--- src/rtl/simprisc_pkg.sv ---
// simprisc_pkg: shared types and helpers for the SimpRisc fetch front end.
//   XLEN_DEFAULT  - default address/instruction width
//   fetch_entry_t - {pc, instr} pair buffered between fetch and decode
//   sat_add32     - saturating 32-bit add used by the statistics counters
package simprisc_pkg;

  localparam int XLEN_DEFAULT = 32;

  typedef struct packed {
    logic [XLEN_DEFAULT-1:0] pc;
    logic [XLEN_DEFAULT-1:0] instr;
  } fetch_entry_t;

  function automatic logic [31:0] sat_add32(input logic [31:0] a, input logic [31:0] b);
    logic [32:0] s;
    s = {1'b0, a} + {1'b0, b};
    return s[32] ? 32'hFFFF_FFFF : s[31:0];
  endfunction

endpackage

--- src/rtl/fetch_fifo.sv ---
// fetch_fifo: synchronous FIFO of fetch entries with a flush input.
//   clk, reset     - clock, synchronous active-high reset
//   flush_i        - empty the FIFO at the clock edge (wins over push/pop)
//   push_i/data_i  - write one entry
//   pop_i          - remove the head entry (must only be raised when !empty_o)
//   empty_o        - no entries held
//   head_o         - oldest entry; stable until popped or flushed
//   count_o        - entries held, 0..DEPTH
module fetch_fifo
  import simprisc_pkg::*;
#(
  parameter int  DEPTH   = 4,
  parameter type entry_t = fetch_entry_t
) (
  input  logic                     clk,
  input  logic                     reset,
  input  logic                     flush_i,
  input  logic                     push_i,
  input  entry_t                   data_i,
  input  logic                     pop_i,
  output logic                     empty_o,
  output entry_t                   head_o,
  output logic [$clog2(DEPTH):0]   count_o
);
  localparam int AW = $clog2(DEPTH);
  localparam int CW = AW + 1;

  entry_t          mem_q [DEPTH];
  logic [AW-1:0]   rd_ptr_q, rd_ptr_d;
  logic [AW-1:0]   wr_ptr_q, wr_ptr_d;
  logic [CW-1:0]   cnt_q, cnt_d;

  // DEPTH is a power of two, so the pointers wrap by plain overflow.
  always_comb begin
    rd_ptr_d = rd_ptr_q;
    wr_ptr_d = wr_ptr_q;
    cnt_d    = cnt_q;
    if (flush_i) begin
      rd_ptr_d = '0;
      wr_ptr_d = '0;
      cnt_d    = '0;
    end else begin
      if (push_i) wr_ptr_d = wr_ptr_q + AW'(1);
      if (pop_i)  rd_ptr_d = rd_ptr_q + AW'(1);
      cnt_d = cnt_q + CW'(push_i) - CW'(pop_i);
    end
  end

  always_ff @(posedge clk) begin
    if (reset) begin
      rd_ptr_q <= '0;
      wr_ptr_q <= '0;
      cnt_q    <= '0;
    end else begin
      rd_ptr_q <= rd_ptr_d;
      wr_ptr_q <= wr_ptr_d;
      cnt_q    <= cnt_d;
    end
  end

  always_ff @(posedge clk) begin
    if (push_i) mem_q[wr_ptr_q] <= data_i;
  end

  assign empty_o = (cnt_q == '0);
  assign head_o  = mem_q[rd_ptr_q];
  assign count_o = cnt_q;

  // The issue credit rule in the parent keeps occupancy bounded.
  a_no_overflow: assert property (@(posedge clk) disable iff (reset || flush_i)
    !(push_i && !pop_i && cnt_q == CW'(DEPTH)));
  a_no_underflow: assert property (@(posedge clk) disable iff (reset || flush_i)
    !(pop_i && cnt_q == '0));

endmodule

--- src/rtl/fetch_queue.sv ---
// fetch_queue: SimpRisc instruction-fetch front end.
// Owns the PC, issues sequential fetches to a 1-cycle-latency instruction
// memory, buffers {pc, instr} pairs and hands them to decode over valid/ready.
// A redirect from execute flushes the queue and restarts fetch.
//   clk, reset                - clock, synchronous active-high reset
//   imem_req/imem_addr        - fetch request and address (= pc)
//   imem_rdata                - instruction, valid the cycle after imem_req
//   redirect_valid/redirect_pc- flush and restart at redirect_pc
//   dec_valid/dec_ready       - decode handshake; dec_pc/dec_instr = head entry
//   fetch_count/flush_count   - delivered / discarded entry counters,
//                               present only when FETCH_STATS_EN is defined
module fetch_queue
  import simprisc_pkg::*;
#(
  parameter int              XLEN     = XLEN_DEFAULT,
  parameter int              DEPTH    = 4,
  parameter int              PC_STEP  = 4,
  parameter logic [XLEN-1:0] RESET_PC = '0
) (
  input  logic            clk,
  input  logic            reset,
  output logic            imem_req,
  output logic [XLEN-1:0] imem_addr,
  input  logic [XLEN-1:0] imem_rdata,
  input  logic            redirect_valid,
  input  logic [XLEN-1:0] redirect_pc,
  output logic            dec_valid,
  input  logic            dec_ready,
  output logic [XLEN-1:0] dec_pc,
  output logic [XLEN-1:0] dec_instr
`ifdef FETCH_STATS_EN
  ,
  output logic [31:0]     fetch_count,
  output logic [31:0]     flush_count
`endif
);
  localparam int CW = $clog2(DEPTH) + 1;

  typedef struct packed {
    logic [XLEN-1:0] pc;
    logic [XLEN-1:0] instr;
  } entry_t;

  logic [XLEN-1:0] pc_q, req_pc_q;
  logic            inflight_q, drop_q;
  logic            empty, push, pop, issue;
  logic [CW-1:0]   count;
  logic [CW:0]     used;
  entry_t          head, push_data;

  // Credit: queued entries plus the outstanding response must leave room.
  assign used      = {1'b0, count} + {{CW{1'b0}}, inflight_q};
  assign issue     = !reset && !redirect_valid && (used < (CW+1)'(DEPTH));
  assign imem_req  = issue;
  assign imem_addr = pc_q;

  // A stale response lands in the redirect cycle itself (1-cycle memory),
  // so redirect_valid suppresses it; drop_q guards the cycle after as well.
  assign push      = inflight_q && !drop_q && !redirect_valid;
  assign push_data = '{pc: req_pc_q, instr: imem_rdata};
  assign pop       = !empty && dec_ready;

  fetch_fifo #(.DEPTH(DEPTH), .entry_t(entry_t)) u_fifo (
    .clk     (clk),
    .reset   (reset),
    .flush_i (redirect_valid),
    .push_i  (push),
    .data_i  (push_data),
    .pop_i   (pop),
    .empty_o (empty),
    .head_o  (head),
    .count_o (count)
  );

  assign dec_valid = !empty;
  assign dec_pc    = head.pc;
  assign dec_instr = head.instr;

  always_ff @(posedge clk) begin
    if (reset) begin
      pc_q       <= RESET_PC;
      req_pc_q   <= '0;
      inflight_q <= 1'b0;
      drop_q     <= 1'b0;
    end else if (redirect_valid) begin
      pc_q       <= redirect_pc;
      inflight_q <= 1'b0;
      drop_q     <= inflight_q;
    end else begin
      inflight_q <= issue;
      drop_q     <= 1'b0;
      if (issue) begin
        req_pc_q <= pc_q;
        pc_q     <= pc_q + XLEN'(PC_STEP);
      end
    end
  end

`ifdef FETCH_STATS_EN
  logic [31:0] fetch_cnt_q, flush_cnt_q;
  logic [31:0] flushed;

  // Entries lost to a redirect: what remains after this cycle's pop,
  // plus the response arriving in the same cycle.
  assign flushed = 32'(count) - 32'(pop) + 32'(inflight_q && !drop_q);

  always_ff @(posedge clk) begin
    if (reset) begin
      fetch_cnt_q <= '0;
      flush_cnt_q <= '0;
    end else begin
      if (pop)            fetch_cnt_q <= sat_add32(fetch_cnt_q, 32'd1);
      if (redirect_valid) flush_cnt_q <= sat_add32(flush_cnt_q, flushed);
    end
  end

  assign fetch_count = fetch_cnt_q;
  assign flush_count = flush_cnt_q;
`endif

endmodule

--- config.mk ---
export PLATFORM = sky130hd
export DESIGN_NAME = fetch_queue
export DESIGN_NICKNAME = d
export VERILOG_FILES = /design/src/rtl/simprisc_pkg.sv /design/src/rtl/fetch_fifo.sv /design/src/rtl/fetch_queue.sv
export SDC_FILE = /design/constraint.sdc
export NUM_CORES = 1
export LEC_CHECK = 0
export CAP_MARGIN = 10
export CORE_MARGIN = 4
export CORE_UTILIZATION = 50
export CTS_CLUSTER_DIAMETER = 150
export DETAILED_ROUTE_END_ITERATION = 16
export HOLD_SLACK_MARGIN = 0.02
export PLACE_DENSITY_LB_ADDON = 0.12
export SLEW_MARGIN = 20
export SYNTH_ARGS = -nofsm -noshare
export SYNTH_HDL_FRONTEND = slang
export SYNTH_SLANG_ARGS = --single-unit
--- constraint.sdc ---
create_clock -name clk -period 3.9 [get_ports clk]
set_input_delay 0.78 -clock clk [delete_from_list [all_inputs] [get_ports clk]]
set_output_delay 0.78 -clock clk [all_outputs]
set_load 0.02 [all_outputs]
**Run 1: track usage over the die**

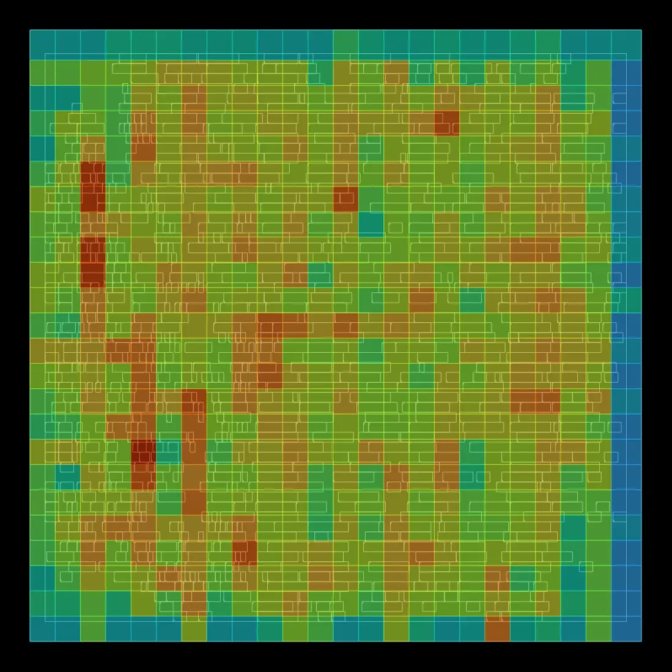
met3 Use GR: 0.0339
GR peak layer: met2
met2 Use GR: 0.303

**Run 1: signal wires on met4**

Scale: 2 px per um.
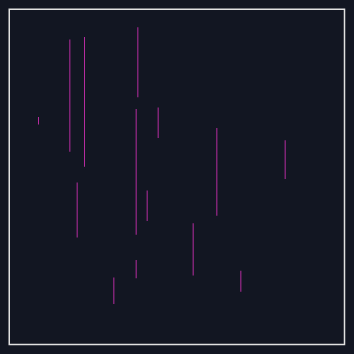
longest straight run = 64.6 um
main direction = vertical
share of all routed wire = 1.6%
nets with wire on the layer = 8
total wire length: 25600 um
total number of vias: 6957

==> flow_summary_export.csv, run 1 <==
group,metric,value,unit
sta,skew,19.3,ps
run_status,status,"finished clean",
routing,wire_per_inst,20.3,um
global_route,grt_pass1_wl,41000,um
worst_setup_path,worst_setup_path_end_kind,"output pin",
synthesis,synth.distinct_cells,53,
sta,setup_ws,546,ps
synthesis,syn-cell-area,12600,sq um
clocking,cts_buffers,35,
synthesis,top_area_frac,0.609,
synthesis,ys_seq_share,0.728,
routing,vias_per_cell,5.52,
sta,rsz0062_at_grt,"false",
power,finalPower,0.00739,W
layout,finalNetCount,988,
routing,drc_errors,0,
layout,lay_top_count,"edfxtp_1",
layout,comb_area_frac,0.204,
run,max-cap-violations,0,
routing,top_layer,"met4",
power,p_clk,0.00299,W
layout,num_antenna_cells,0,
worst_setup_path,crit_path_start_kind,"flip-flop",
power,powerSeq,0.00392,W
synthesis,yosysWarnings,0,
worst_setup_path,worstSetupEndpoint,"dec_instr[9]",
floorplan,taps,324,
synthesis,xor_share,0.0222,
clocking,cts.sinks,331,
placed_design,dp_cells,1198,
layout,n_fill_cell,1743,
synthesis,fp_nets,811,
sta,finalClockPeriodUsage,0.860,
placed_design,port_buffers,165,
power,pwr-share-comb,0.065,
synthesis,yosys_most_used_dff,"edfxtp_1",
worst_setup_path,cp.arrival,2570,ps
synthesis,synthAoiAreaFrac,0.0343,
worst_setup_path,critical_path_class,"flip-flop to output pin",
**Run 1: placement density heat map**

Scale: 1.5 px per um. 17 x 17 tiles, from white (low) to dark blue (high), 0 to 100% covered.
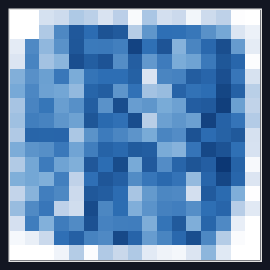
tiles over 75% full = 27%
nearly empty tiles = 5.5%
fullest tile = 97%
mean over tiles = 55%
final core area utilization: 0.638
Core ar.: 24600 sq um
fp_density: 0.513

**Run 1: PDN straps and rails**

Scale: 3 px per um. Pins as bars on the die edge.
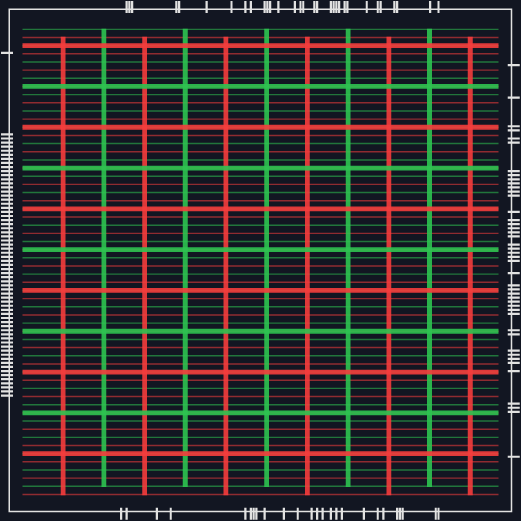

==> inputs of run 2 (changes only) <==
CORE_MARGIN = 2   (was 4)
**Run 2: PDN straps and rails**

Scale: 3 px per um. Pins as bars on the die edge.
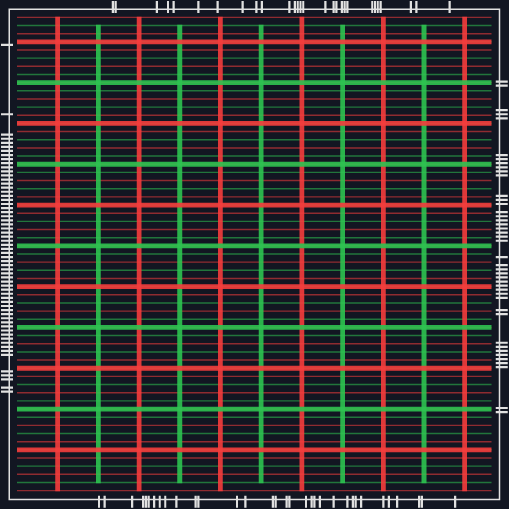
VSS -> red
VDD -> green
rows = 58
met5 straps = 11
met1 rails = 59
Die X-Extent: 163 um
Die Height: 163 um
worst vdd ir: 0.000304 V

**Run 2: signal wires on met4**

Scale: 2 px per um.
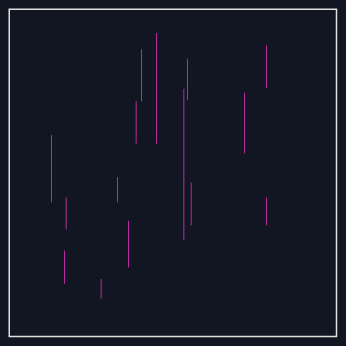
main direction = vertical
nets with wire on the layer = 8
wire length on this layer = 394 um
total wire length: 25600 um
total number of vias: 6940

==> run 2 against run 1 <==
Sequential power barely moved. Sequential cell count did not move. Die size fell by 4.7%. Clock power rose by 2%. Clock-buffer cell count fell by 5. Register-to-register slack got worse by 40 ps. First-iteration DRC count fell by 16%. Worst setup slack got worse by 8.2 ps. Sequential share of layout area fell by 0.18 points. Core utilization fell by 0.73 points. Critical endpoint is now dec_pc[15].
==> flow_summary_export.csv, run 2 <==
group,metric,value,unit
worst_setup_path,worstSetupEndpoint,"dec_pc[15]",
synthesis,yosysWarnings,0,
synthesis,fp_nets,811,
layout,num_antenna_cells,0,
synthesis,edf_count,256,
layout,lay_top_count,"edfxtp_1",
sta,setup_ws,538,ps
run,max-cap-violations,0,
global_route,grt_pass1_wl,39900,um
worst_setup_path,critical_path_class,"flip-flop to output pin",
layout,comb_area_frac,0.203,
layout,fin_util,0.631,
sta,finalClockPeriodUsage,0.862,
run_status,status,"finished clean",
sta,rsz0062_at_grt,"false",
synthesis,syn-cell-area,12600,sq um
placed_design,dp_cells,1204,
power,powerSeq,0.00392,W
layout,finalNetCount,987,
sta,finalHoldViolations,0,
layout,nNonClkInverters,13,
global_route,grtUsageMet3,0.0382,
routing,wire_per_inst,20.2,um
synthesis,synth.distinct_cells,53,
power,p_clk,0.00304,W
floorplan,core,25000,sq um
floorplan,fp_util,0.506,
synthesis,top_area_frac,0.609,
synthesis,ys_seq_share,0.728,
routing,drc_errors,0,
sta,skew,20.3,ps
clocking,cts.sinks,331,
clocking,clk_pin_slew,60,ps
worst_setup_path,cp.arrival,2580,ps
placed_design,port_buffers,165,
worst_setup_path,crit_path_start_kind,"flip-flop",
clocking,cts_buffers,34,
power,pwr-share-comb,0.065,
layout,n_fill_cell,1799,
synthesis,synthAoiAreaFrac,0.0343,
global_route,top_usage_layer,"met2",
synthesis,xor_share,0.0222,
global_route,grt_use_met2,0.329,
synthesis,ys_area,12600,sq um
power,finalPower,0.00745,W
routing,vias_per_cell,5.48,
routing,drtIter0Drc,436,
min_path,min_from,"req_pc_q[30]",
==> inputs of run 3 (changes only) <==
GPL_ROUTABILITY_DRIVEN = 0   (was not set)
**Run 3: placement density heat map**

Scale: 1.5 px per um. 16 x 16 tiles, from white (low) to dark blue (high), 0 to 100% covered.
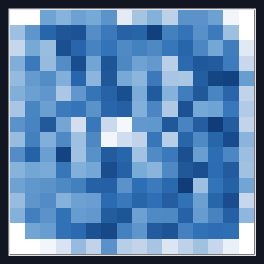
mean over tiles = 58%
nearly empty tiles = 3.5%
emptiest ninth of the die = bottom left
tiles over 75% full = 27%
fullest tile = 95%
Core ar.: 25000 sq um
final core area utilization: 0.631
fp_density: 0.506

==> run 3 against run 2 <==
Clock power barely moved. Sequential share of layout area unchanged. Sequential cell count unchanged. Critical path depth unchanged. Largest power group unchanged. Non-clock buffer count unchanged.
==> flow_summary_export.csv, run 3 <==
group,metric,value,unit
floorplan,die_h,163,um
routing,wire_per_inst,20.2,um
synthesis,synth.distinct_cells,53,
routing,drtIter0Drc,436,
routing,drc_errors,0,
routing,wirelength,25600,um
sta,finalHoldViolations,0,
synthesis,xor_share,0.0222,
sta,skew,20.3,ps
placed_design,dp_cells,1204,
power,pwr-share-comb,0.065,
power,powerSeq,0.00392,W
layout,n_fill_cell,1799,
global_route,top_usage_layer,"met2",
synthesis,top_area_frac,0.609,
worst_setup_path,critical_path_class,"flip-flop to output pin",
global_route,grtUsageMet3,0.0382,
synthesis,syn-cell-area,12600,sq um
layout,num_antenna_cells,0,
synthesis,ys_area,12600,sq um
sta,finalClockPeriodUsage,0.862,
layout,nNonClkInverters,13,
run_status,status,"finished clean",
synthesis,ys_seq_share,0.728,
worst_setup_path,cp.arrival,2580,ps
power,finalPower,0.00745,W
floorplan,dieWidth,163,um
clocking,clk_pin_slew,60,ps
**Run 3: PDN straps and rails**

Scale: 3 px per um. Pins as bars on the die edge.
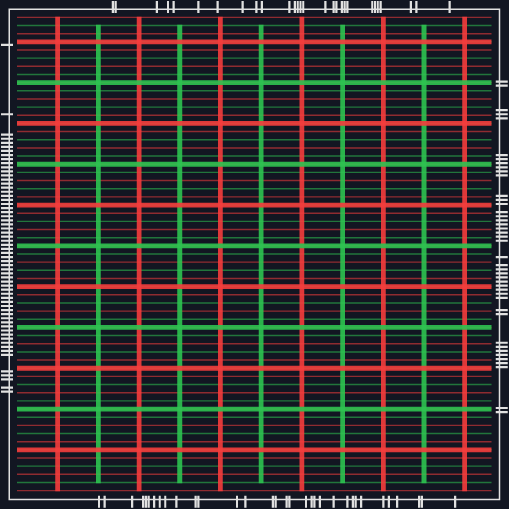
VSS -> red
VDD -> green
met1 rails = 59
signal pins = 166
met5 straps = 11

Power figures rest on the tool's default switching activity, not on a simulated workload.
